run_1/clock_map.png
Scale: 4 px per um.
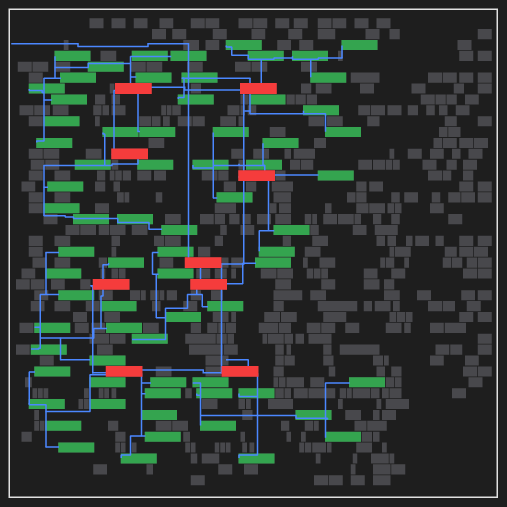
run_1/met2.png
Scale: 3 px per um.
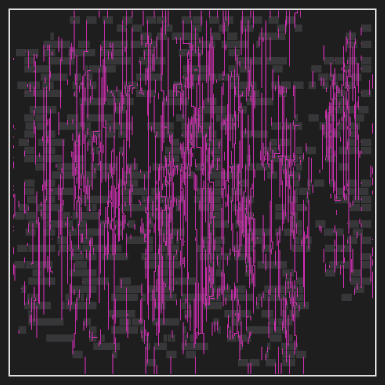
run_1/cell_classes.png
Scale: 3 px per um. Fill, decap, tap and diode cells in gray.
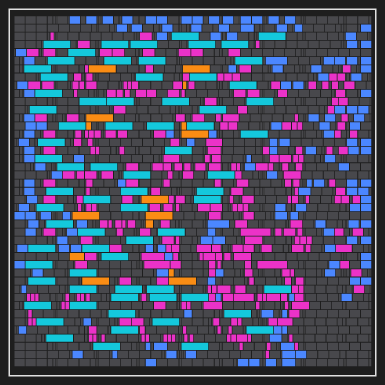
[config.mk]
export PLATFORM = sky130hd
export DESIGN_NAME = bp_reg_bank
export DESIGN_NICKNAME = d
export VERILOG_FILES = /design/src/rtl/bp_reg_bank.sv
export SDC_FILE = /design/constraint.sdc
export NUM_CORES = 1
export LEC_CHECK = 0
export CAP_MARGIN = 20
export CELL_PAD_IN_SITES_DETAIL_PLACEMENT = 0
export CELL_PAD_IN_SITES_GLOBAL_PLACEMENT = 2
export CORE_UTILIZATION = 28
export CTS_CLUSTER_SIZE = 8
export DETAILED_ROUTE_END_ITERATION = 6
export GPL_TIMING_DRIVEN = 0
export PLACE_DENSITY_LB_ADDON = 0.08
export SETUP_SLACK_MARGIN = 0.5
export SKIP_CTS_REPAIR_TIMING = 1
export SYNTH_ARGS = -nofsm -noshare
export SYNTH_HDL_FRONTEND = slang
export SYNTH_SLANG_ARGS = --single-unit
[constraint.sdc]
create_clock -name i_clk -period 3.3 [get_ports i_clk]
set_clock_uncertainty 0.2 [all_clocks]
set_input_delay 0.825 -clock i_clk [delete_from_list [all_inputs] [get_ports i_clk]]
set_output_delay 0.825 -clock i_clk [all_outputs]
set_load 0.05 [all_outputs]
[src/rtl/bp_reg_bank.sv]
// rtl/bp_reg_bank.sv - byte-pipe register bank with read-only inputs and masked read-write registers
//
// Ports:
//   i_clk        sole clock, rising edge
//   i_rstn       asynchronous active-low reset
//   i_cg         clock-gate enable; low freezes all state and blocks handshakes
//   i_ro         live read-only values, byte j returned at address j
//   o_rw         current read-write register values, byte k is register k
//   o_wrStrobe   one-cycle pulse per register, the cycle after it is written
//   i_bp_data/i_bp_valid/o_bp_ready   request stream (command byte, optional data byte)
//   o_bp_data/o_bp_valid/i_bp_ready   response stream (one byte per transaction)

module bp_reg_bank #(
  parameter int                N_RO     = 7,
  parameter int                N_RW     = 6,
  parameter logic [8*N_RW-1:0] RW_RESET = '0,
  parameter logic [8*N_RW-1:0] RW_MASK  = '1
) (
  input  logic              i_clk,
  input  logic              i_rstn,
  input  logic              i_cg,
  input  logic [8*N_RO-1:0] i_ro,
  output logic [8*N_RW-1:0] o_rw,
  output logic [N_RW-1:0]   o_wrStrobe,
  input  logic [7:0]        i_bp_data,
  input  logic              i_bp_valid,
  output logic              o_bp_ready,
  output logic [7:0]        o_bp_data,
  output logic              o_bp_valid,
  input  logic              i_bp_ready
);

  typedef enum logic [1:0] {IDLE, WRDATA, RESP} state_t;

  state_t              state;
  state_t              state_nxt;
  logic [6:0]          addr_q;
  logic [7:0]          resp_q;
  logic [8*N_RW-1:0]   rw_q;
  logic [N_RW-1:0]     strobe_q;

  logic                accept;
  logic                resp_done;
  logic [6:0]          cur_addr;
  logic [7:0]          rd_val;
  logic [7:0]          wr_resp;
  logic [8*N_RW-1:0]   wr_val;
  logic [N_RW-1:0]     wr_sel;

  // Handshakes only complete while the clock gate is open.
  assign accept    = i_cg & i_bp_valid & o_bp_ready;
  assign resp_done = i_cg & (state == RESP) & i_bp_ready;

  // In IDLE the address comes straight from the command byte being accepted;
  // in WRDATA it is the one latched from the preceding command.
  assign cur_addr = (state == IDLE) ? i_bp_data[6:0] : addr_q;

  // Read mux: RO window, then RW window, anything above reads as zero.
  always_comb begin
    rd_val = 8'h00;
    for (int j = 0; j < N_RO; j++) begin
      if (cur_addr == 7'(j)) rd_val = i_ro[j*8 +: 8];
    end
    for (int k = 0; k < N_RW; k++) begin
      if (cur_addr == 7'(N_RO + k)) rd_val = rw_q[k*8 +: 8];
    end
  end

  // Candidate masked write value for every RW register, and which one (if any)
  // is actually written this cycle. RO and out-of-range addresses select none.
  always_comb begin
    wr_val  = '0;
    wr_sel  = '0;
    wr_resp = rd_val;
    for (int k = 0; k < N_RW; k++) begin
      wr_val[k*8 +: 8] = (rw_q[k*8 +: 8] & ~RW_MASK[k*8 +: 8]) |
                         (i_bp_data & RW_MASK[k*8 +: 8]);
      if ((state == WRDATA) && accept && (addr_q == 7'(N_RO + k))) begin
        wr_sel[k] = 1'b1;
        wr_resp   = wr_val[k*8 +: 8];
      end
    end
  end

  // FSM state register
  always_ff @(posedge i_clk or negedge i_rstn) begin
    if (!i_rstn) state <= IDLE;
    else         state <= state_nxt;
  end

  // FSM next-state logic
  always_comb begin
    state_nxt = state;
    case (state)
      IDLE:    if (accept) state_nxt = i_bp_data[7] ? WRDATA : RESP;
      WRDATA:  if (accept) state_nxt = RESP;
      RESP:    if (resp_done) state_nxt = IDLE;
      default: state_nxt = IDLE;
    endcase
  end

  // FSM outputs
  always_comb begin
    o_bp_ready = 1'b0;
    o_bp_valid = 1'b0;
    case (state)
      IDLE:    o_bp_ready = 1'b1;
      WRDATA:  o_bp_ready = 1'b1;
      RESP:    o_bp_valid = 1'b1;
      default: o_bp_ready = 1'b0;
    endcase
  end

  // Datapath: address/response latches, RW registers, write strobes.
  always_ff @(posedge i_clk or negedge i_rstn) begin
    if (!i_rstn) begin
      addr_q   <= '0;
      resp_q   <= '0;
      rw_q     <= RW_RESET;
      strobe_q <= '0;
    end else begin
      // Strobe is a pure pulse: it always self-clears, so a gated clock can
      // never stretch it past one cycle.
      strobe_q <= wr_sel;
      if (accept && (state == IDLE)) begin
        addr_q <= i_bp_data[6:0];
        if (!i_bp_data[7]) resp_q <= rd_val;
      end
      if (accept && (state == WRDATA)) begin
        resp_q <= wr_resp;
        for (int k = 0; k < N_RW; k++) begin
          if (wr_sel[k]) rw_q[k*8 +: 8] <= wr_val[k*8 +: 8];
        end
      end
    end
  end

  assign o_rw       = rw_q;
  assign o_wrStrobe = strobe_q;
  assign o_bp_data  = resp_q;

endmodule
==> reports/qor.txt, run 1 <==
largest net degree at the start of global routing: 40
logic area: 0.00225 mm^2
Clock transition at path regs: 0.06 ns
Max-Slew Margin vs Limit: 55.9%
flip-flops: 71
NonClk Buf Share: 26.0%
DRT Pass-1 Iters: 4
Final WS setup: 0.405 ns
core region area: 0.0139 mm^2
drc violations: 0
crit path DRT: 3.31 ns
Area leader share: 44.3%
Pleak: 2.64 nW
Final Instance Area: 0.00615 mm^2
Placer Congestion: 0.785
leading cell types by count after synthesis: dfrtp_1, mux2_2, nand2_1
R2R depth: 7
Fin Hold WS: 0.229 ns
Area Overhead vs Synth: 53.4%
all-layer global routing usage: 22.0%
Sw Pwr: 1.16 mW
initial antenna violation count: 0
final core occ: 44.1%
Non-clk invs: 7
Root Driver: clkbuf_16
worst r2r src: state[0]
Hold Path Class: input pin to async pin
CTS Buf Count: 9
Slew @ Worst Pin: 0.659 ns
clk cell area share: 4.32%
unrepaired setup endpoints after global routing: yes
Rows: 43
fin nets: 606
power density cells: 504 mW/mm^2
run status: finished clean
via count: 3,892
IO Pins: 133
DRT Wirelength: 16,300 um
fin cells: 721
Pwr Total: 3.10 mW
Setup crit start: i_cg
diodes inserted: 0
Post-Syn Nets: 448
number of logic gates: 283
Worst setup EP type: flip-flop
clk_buf instances: 11
dpl hpwl: 11,500 um
Comb area share: 36.6%
Syn Inst Count: 379
Synth Area in Compound Gates: 20.7%
fraction of layout cells with a size suffix above 1: 25.9%
Die ar.: 0.0148 mm^2
pre-CTS setup slack: -0.379 ns
setup total negative slack: 0 ns
Tap Count: 180
Tcrit/Tclk final: 87.7%
max cap viols: 0
Setup crit start kind: input pin
Vias per Instance: 5.40
bufs w/o clock: 165
Leading cell kind: combinational gates
critical path peak fanout: 9
final hold violations: 0
Highest Clock Rate: 345 MHz
Seq area share: 28.9%
About clock_map.png:
legend:
  green:
    item: flip-flops
    count: 71
  red:
    item: cells driving clock nets
    count: 9
  blue:
    item: clock wires
    length: 1,030 um
routed clock nets: 10

About met2.png:
longest straight run: 94.5 um
wire length on this layer: 7,290 um
main direction: vertical
share of all routed wire: 45%
nets with wire on the layer: 529

About cell_classes.png:
legend:
  magenta:
    class: all other logic
    cells: 290
    share_of_their_area: 39%
  blue:
    class: other buffers and delay cells
    cells: 165
    share_of_their_area: 27%
  orange:
    class: clock drivers and dummy loads
    cells: 15
    share_of_their_area: 4.5%
  cyan:
    class: flip-flops
    cells: 71
    share_of_their_area: 30%

-- run 1: logic make-up after synthesis --
family | Yosys count
AND-OR/OR-AND | 104
AND/OR/NAND/NOR | 131
buffers and inverters | 25
multiplexers | 48
flip-flops | 71
-- run 1: power groups by stage --
stage | Sequential, mW | Combinational, mW | Clock [mW]
global placement | 1.08 | 1.04 | 0
floorplan | 1.25 | 0.486 | 0
finish | 1.07 | 1.15 | 0.884
global route | 1.08 | 1.22 | 0.938
detailed placement | 1.08 | 1.05 | 0
CTS | 1.07 | 1.05 | 0.902
-- run 1: flip-flops by register name, summed over array words and instances, names as in the netlist --
register    cells
addr_q          7
o_bp_data       8
o_rw           48
o_wrStrobe      6
state           2
-- run 1: cells in the final DEF (no fill, tap or decap), types with 6 or more instances in the layout --
cell type        netlist  final
clkbuf_16              0      9
o22ai_1                7      7
nor3_1                 7      7
o21ai_0                8      8
a21oi_1               10      9
nor2_4                 2      7
nand4_1                7      7
clkdlybuf4s50_1        0    122
o221ai_1               7      7
buf_6                  3      7
buf_4                  3     18
dfrtp_1               71     71
a31oi_1                7      7
nor2_2                 5      6
a32o_1                 6      6
mux2_2                43     43
nor2_1                22     16
buf_2                 11      8
a22oi_1               15     15
nand2_1               43     40
nand3_1               10      9
inv_1                  6      6
-- run 1: layer usage --
layer  part of all wire [%]  GRT usage [%]  vias to the layer above
met5                      0              0                        -
met4                    1.3           7.41                        0
met3                    6.4           4.07                       13
met2                     45           34.6                      147
met1                     48           30.3                     1945
li1                       -              -                     1787
-- run 1: critical path, cell delays in order --
cell and delay, ns:
clkdlybuf4s50_1 0.49, and3b_2 0.23, and3_1 0.17, clkbuf_4 0.21, nand2_1 0.25, o221ai_1 0.30, nor4_1 0.09, a221o_1 0.34
run_1/pins.png
Scale: 2 px per um. Pins as bars across the die edge, other pins in gray.
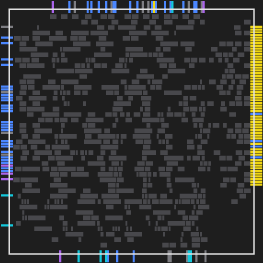

--- run 2 (diff from run 1) ---
MAX_ROUTING_LAYER = met4   (was default)
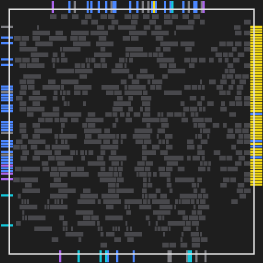
run_2/pins.png
Scale: 2 px per um. Pins as bars across the die edge, other pins in gray.
legend:
  blue:
    port: `o_rw`
    pins: 48
    direction: output
    edge: 25 left, 16 top, 4 right, 3 bottom
  cyan:
    port: `i_bp_data`
    pins: 8
    direction: input
    edge: 5 bottom, 2 left, 1 top
  yellow:
    port: `i_ro`
    pins: 56
    direction: input
    edge: 55 right, 1 top
  purple:
    port: `o_wrStrobe`
    pins: 6
    direction: output
    edge: 3 left, 2 top, 1 bottom

==> run 2 against run 1 <==
  * Global-route usage up 0.69 points
  * First-iteration DRC count is 13% lower
  * Combinational power about the same
  * Non-clock buffer count grew 5
  * Clock power fell by 0.7%
  * Critical path depth stayed put
  * Via count about the same
  * Routed wire length decreased by 1.1%
  * Sequential share of layout area decreased by 0.43 points
  * Core utilization rose by 0.66 points
  * Count of clock-buffer cells in the layout did not move
  * Cell count grew 0.69%
  * Largest cell class unchanged
  * Largest power group unchanged
  * Highest routed layer unchanged
==> reports/qor.txt, run 2 <==
diodes inserted: 0 (unchanged)
Synth Area in Compound Gates: 20.7% (unchanged)
chip height: 122 um
critical path peak fanout: 9 (unchanged)
Max Slew Vio Count: 0
power density cells: 499 mW/mm^2 (-1.0%)
all-layer global routing usage: 22.7% (+0.69 points)
cells in synth_stat.txt: 379
flops out of synthesis: 71
Critical Setup Path Class: input pin to flip-flop
top-count cell post-synth: dfrtp_1
IR drop worst, VDD: 0.257 mV
Clock Sinks: 71
DRT Wirelength: 16,100 um (-1.1%)
Slew @ Worst Pin: 0.652 ns (-0.00728 ns)
initial antenna violation count: 0 (unchanged)
logic area: 0.00229 mm^2 (+1.8%)
final setup fails: 0
Ys Warns: 0
Pwr Total: 3.11 mW (+0.49%)
tool warnings: 27
IO Port Bufs: 128
Top cell excl fill/tap: clkdlybuf4s50_1
gr ovfl total: 0
register share after synthesis: 44.3%
Hold Path Class: input pin to async pin
DRT antenna net count: 0
Max Root-Sink Buffers: 2
CTS Buf Count: 9 (unchanged)
H-tree depth: 3
synthesized area: 0.00401 mm^2
first-pass GRT wire length: 23,500 um
Initial Util: 28.8%
Area leader share: 44.3% (unchanged)
Vias per Instance: 5.36 (-0.66%)
Fin Hold WS: 0.235 ns (+0.00554 ns)
leading cell types by count after synthesis: dfrtp_1, mux2_2, nand2_1
unrepaired setup endpoints after global routing: yes
Root Driver: clkbuf_16
clk latency late pin: 0.33 ns
largest net degree at the start of global routing: 40 (unchanged)
fillers: 1,337
Post-synth mux share: 13.4%
Area Overhead vs Synth: 55.7%
Main area contributors: dfrtp_1, mux2_2, nand2_1, a22oi_1, nor2_1
CTS tree: yes
Setup crit start kind: input pin
fraction of layout cells with a size suffix above 1: 27.1% (+1.2 points)
Syn Inst Count: 379 (unchanged)
mean area per synthesized cell: 10.6 um^2
drc violations: 0 (unchanged)
max cap viols: 0 (unchanged)
Dominant comb cell: AND-OR/OR-AND gates
Unique cell types: 68
Highest Clock Rate: 348 MHz (+0.82%)
fin crit period: 2.87 ns
Placer Congestion: 0.796 (+1.4%)
initial DRC count: 236
Tcrit/Tclk final: 87.0% (-0.71 points)
final hold violations: 0 (unchanged)
worst r2r src: state[0]
drt wl/cell: 22.2 um
number of enable flip-flop cells: 0
R2R depth: 9 (+2)
area leader, netlist: dfrtp_1
Max-Slew Margin vs Limit: 56.4% (+0.49 points)
run status: finished clean
fin nets: 611 (+0.83%)
ys async rst share: 100%
max reg flops: 48 (unchanged)
Pleak: 2.68 nW (+1.3%)
vias in the first global route: 3,836
Worst setup EP type: flip-flop
Top cells excl fill/tap: clkdlybuf4s50_1, dfrtp_1, mux2_2
adder share: 0%
Setup crit start: i_cg
FF+latch area: 0.00178 mm^2
simple share: 18.0%
dpl hpwl: 11,500 um (unchanged)
Chip Area, Yosys: 0.00401 mm^2
WP data arrival: 2.88 ns
die extent in x: 122 um
ys flop type: dfrtp_1
crit path DRT: 3.31 ns (about the same)
IO Pins: 133 (unchanged)
Clock transition at path regs: 0.06 ns (about the same)
Die ar.: 0.0148 mm^2 (unchanged)
Rows: 43 (unchanged)
Post-Syn Nets: 448 (unchanged)
Synth Area in XOR/XNOR: 0%
core region area: 0.0139 mm^2 (unchanged)
DRT Pass-1 Iters: 4 (unchanged)
via count: 3,893 (+0.026%)
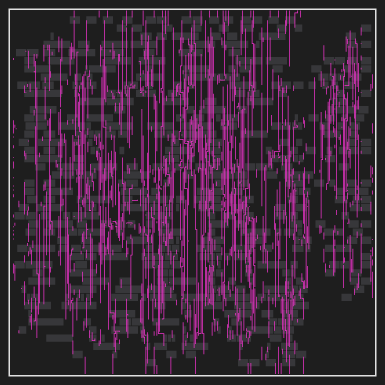
run_2/met2.png
Scale: 3 px per um.
wire length on this layer: 7,280 um
share of all routed wire: 45%
nets with wire on the layer: 536
longest straight run: 94.5 um

run 2: cell types whose count changed in the layout (fill, tap and decap cells not counted), sizes merged:
cell / delta
buf: +6
clkbuf: -1
run 2: worst paths after layout:
path,end,slack (ns)
max in group asynchronous,o_rw[45],2.09
worst min register to register,addr_q[4],0.31
worst max register to register,o_bp_data[6],0.64
worst min-delay path,o_wrStrobe[1],0.23
worst max-delay path,o_bp_data[1],0.43
min in group i_clk,addr_q[4],0.31
run 2: worst max-delay path, cell delays in order:
cell	delay, ns
clkdlybuf4s50_1	0.49
and3b_2	0.22
and3_1	0.16
clkbuf_4	0.21
nand2_1	0.24
o221ai_1	0.30
nor4_1	0.08
a221o_1	0.34
run 2: logic make-up after synthesis:
group,Yosys count
AOI/OAI and AO/OA,104
buffers and inverters,25
and+or+nand+nor,131
muxes,48
DFF,71
run 2: metal layers:
| layer | share of wire, % | track usage [%] |
|---|---|---|
| met1 | 46 | 30.7 |
| met3 | 6.9 | 3.46 |
| met5 | 0 | - |
| met4 | 1.5 | 7.41 |
| met2 | 45 | 34.7 |
run 2: where the power goes:
group	internal (mW)	switching (mW)
combinational	0.468	0.701
sequential	0.967	0.0980
clock	0.521	0.357
total	1.96	1.16
run 2: cell type report:
type                    count  area share (%)
plain buffers              18            2.45
clock buffers              11            3.89
clock inverters             4           0.361
inverters                   7           0.481
multi-input cells         283            36.7
flip-flops and latches     71            28.5
well taps                 180            3.61
repair buffers            152            24.0
run 2: per-stage QoR:
step                cells  cell area, um^2  util [%]  setup WS (ns)  TNS (ns)
floorplan             379             4010         -          0.657         0
global placement      687             5510      39.6          -1.40   -102.27
detailed placement    688             5530      39.7         -0.379     -3.74
CTS                   703             5800      41.6        -0.0402   -0.0660
global route          726             6240      44.8          0.321         0
finish                726             6240      44.8          0.428         0
run_2/final_clocks.png
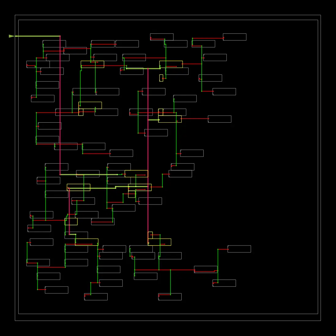

--- run 3 (diff from run 2) ---
GPL_TIMING_DRIVEN = default   (was 0)
clock period = 2.9 ns   (was 3.3 ns; I/O delays follow)
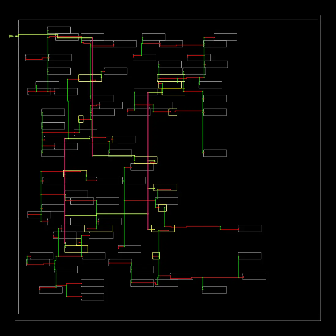
run_3/final_clocks.png
clk_buf instances: 9
CTS Buf Count: 9
flip-flops: 71
clock network power: 1.20 mW
clk latency late pin: 0.34 ns

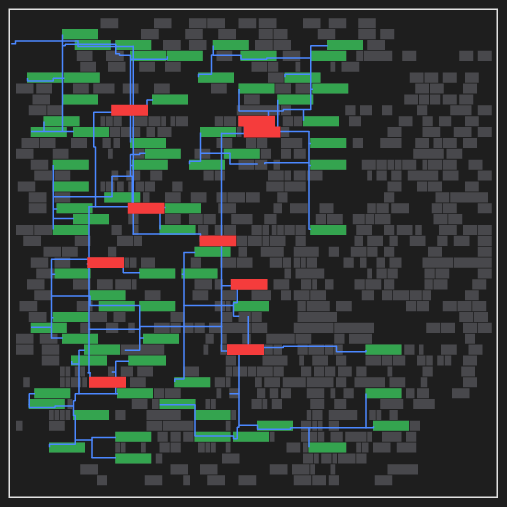
run_3/clock_map.png
Scale: 4 px per um.
legend:
  red:
    item: cells driving clock nets
    count: 9
  green:
    item: flip-flops
    count: 71
  blue:
    item: clock wires
    length: 1,040 um
routed clock nets: 10

==> run 3 against run 2 <==
  * Critical path depth rose by 3
  * Area after synthesis did not move
  * Critical path type unchanged
  * Sequential share of layout area fell by 3.6 points
  * Design area rose by 15%
  * Die area did not move
  * Count of clock-buffer cells in the layout fell by 2
  * Sequential power rose by about 10%
==> reports/qor.txt, run 3 <==
Root Driver: clkbuf_16
vias in the first global route: 4,068 (+6.0%)
synthesized area: 0.00401 mm^2 (unchanged)
met3 Usage GRT: 3.75% (+0.28 points)
Max Root-Sink Buffers: 2 (unchanged)
power density cells: 551 mW/mm^2 (+11%)
R2R depth: 8 (-1)
diodes inserted: 0 (unchanged)
via count: 4,081 (+4.8%)
max layer used: met4
fin nets: 672 (+10%)
crit path to: o_bp_data[1]
critical path peak fanout: 5 (-4)
Highest Clock Rate: 402 MHz
Top cells excl fill/tap: buf_4, dfrtp_1, dlymetal6s2s_1
IO Port Bufs: 132 (+3.1%)
Vias per Instance: 5.18 (-3.4%)
Post-Syn Nets: 448 (unchanged)
Clock transition at path regs: 0.06 ns (about the same)
gr ovfl total: 0 (unchanged)
Slew @ Worst Pin: 0.573 ns (-0.0782 ns)
register share after synthesis: 44.3% (unchanged)
run status: finished clean
DRT Pass-1 Iters: 4 (unchanged)
fin crit period: 2.49 ns
top-count cell post-synth: dfrtp_1
chip height: 122 um (unchanged)
first-pass GRT wire length: 24,700 um (+5.0%)
final hold violations: 0 (unchanged)
Max-Slew Margin vs Limit: 61.7% (+5.3 points)
Tcrit/Tclk final: 85.9%
placed cell count: 750 (+9.0%)
Pleak: 4.14 nW (+55%)
Initial Util: 28.8% (unchanged)
H-tree depth: 3 (unchanged)
Setup crit start kind: input pin
metal2 WL: 7970 um (+9.5%)
Rows: 43 (unchanged)
tool warnings: 28 (+3.7%)
core region area: 0.0139 mm^2 (unchanged)
Worst setup EP type: flip-flop
final setup fails: 0 (unchanged)
Critical Setup Path Class: input pin to flip-flop
fraction of layout cells with a size suffix above 1: 39.3% (+12 points)
Clock Sinks: 71 (unchanged)
max cap viols: 0 (unchanged)
Hold Path Class: input pin to async pin
Area Overhead vs Synth: 78.6%
leading cell types by count after synthesis: dfrtp_1, mux2_2, nand2_1
fin cells: 788 (+8.5%)
R2R Setup Slk: 0.42 ns (-0.22 ns)
drc violations: 0 (unchanged)
die extent in x: 122 um (unchanged)
wl on met1: 7620 um (+1.9%)
met2 global-route usage: 36.9% (+2.2 points)
Unique cell types: 68 (unchanged)
largest net degree at the start of global routing: 72 (+80%)
IR drop worst, VDD: 0.302 mV (+18%)
Setup crit start: i_bp_data[5]
WP data arrival: 2.51 ns (-0.37 ns)
IO Pins: 133 (unchanged)
Final WS setup: 0.410 ns (-0.0181 ns)
cells in synth_stat.txt: 379 (unchanged)
DRT Wirelength: 17,000 um (+5.6%)
final core occ: 51.4% (+6.6 points)
Area leader share: 44.3% (unchanged)
Placer Congestion: 0.865 (+8.7%)
Routed met3 length: 1060 um (-5.1%)
number of enable flip-flop cells: 0 (unchanged)
worst r2r src: state[0]
flops out of synthesis: 71 (unchanged)
worst flop-to-flop path endpoint: o_bp_data[3]
drt wl/cell: 21.6 um (-2.7%)
Ys Warns: 0 (unchanged)
Fin Hold WS: 0.187 ns (-0.0482 ns)
CTS tree: yes
Chip Area, Yosys: 0.00401 mm^2 (unchanged)
setup total negative slack: 0 ns (unchanged)
ys flop type: dfrtp_1
initial antenna violation count: 0 (unchanged)
max reg flops: 48 (unchanged)
Main area contributors: dfrtp_1, mux2_2, nand2_1, a22oi_1, nor2_1
ys async rst share: 100% (unchanged)
Max Slew Vio Count: 0 (unchanged)
crit path DRT: 2.92 ns (-0.39 ns)
DRT antenna net count: 0 (unchanged)
all-layer global routing usage: 23.5% (+0.82 points)
met1 global-route usage: 31.3% (+0.56 points)
Syn Inst Count: 379 (unchanged)
Top cell excl fill/tap: buf_4
area leader, netlist: dfrtp_1
most used routing layer: met2
initial DRC count: 207 (-12%)
Die ar.: 0.0148 mm^2 (unchanged)
unrepaired setup endpoints after global routing: yes
pre-CTS setup slack: -0.437 ns (-0.0581 ns)
mean area per synthesized cell: 10.6 um^2 (unchanged)
dpl hpwl: 12,600 um (+9.4%)
[run 3: cell counts after synthesis]
No cell type changed its count.
[run 3: logic make-up after synthesis]
logic type,Yosys count,share of synthesized area [%]
flip-flops,71,44.3
AND-OR/OR-AND,104,20.7
multiplexers,48,13.4
buffers and inverters,25,3.53
AND/OR/NAND/NOR,131,18.0
[run 3: report_power, final]
part / internal, mW / switching, mW / leakage, nW
sequential: 1.10 / 0.128 / 0.956
combinational: 0.654 / 0.862 / 3.03
clock: 0.754 / 0.446 / 0.156
total: 2.51 / 1.44 / 4.14
[run 3: area by class of cell]
| type | count | area [um^2] |
|---|---|---|
| fill | 1277 | 6780 |
| multi-input combinational | 284 | 2500 |
| timing repair buffer | 230 | 2310 |
| sequential | 71 | 1780 |
| clock buffer | 9 | 225 |
| tap | 180 | 225 |
| clock inverter | 7 | 95.1 |
| inverter | 7 | 26.3 |
[run 3: how the worst min path moves through the flow]
stage / startpoint / slack (ns) / depth (start not counted) / end
2_1_floorplan: i_rstn / 0.23 / 0 / addr_q[0]
3_3_place_gp: state[1] / 0.29 / 1 / state[0]
3_5_place_dp: state[1] / 0.29 / 1 / state[0]
4_1_cts: i_rstn / 0.23 / 2 / o_wrStrobe[0]
5_1_grt: i_rstn / 0.23 / 2 / o_rw[7]
6_report: i_rstn / 0.19 / 2 / o_wrStrobe[1]
[run 3: critical path, stage by stage]
cell and delay, ns:
clkbuf_2 0.09, buf_6 0.12, nor4_4 0.34, buf_4 0.18
a32o_2 0.21, buf_6 0.14, nand2_8 0.06, buf_6 0.14
o22ai_2 0.14, nor4_1 0.07, a221o_1 0.29
[run 3: through the flow]
stage | power, mW | cell area, um^2
global placement | 2.51 | 6060
finish | 3.95 | 7160
floorplan | 1.98 | 4040
CTS | 3.73 | 6380
detailed placement | 2.52 | 6060
global route | 4.12 | 7160
Power and IR drop assume default switching activity.
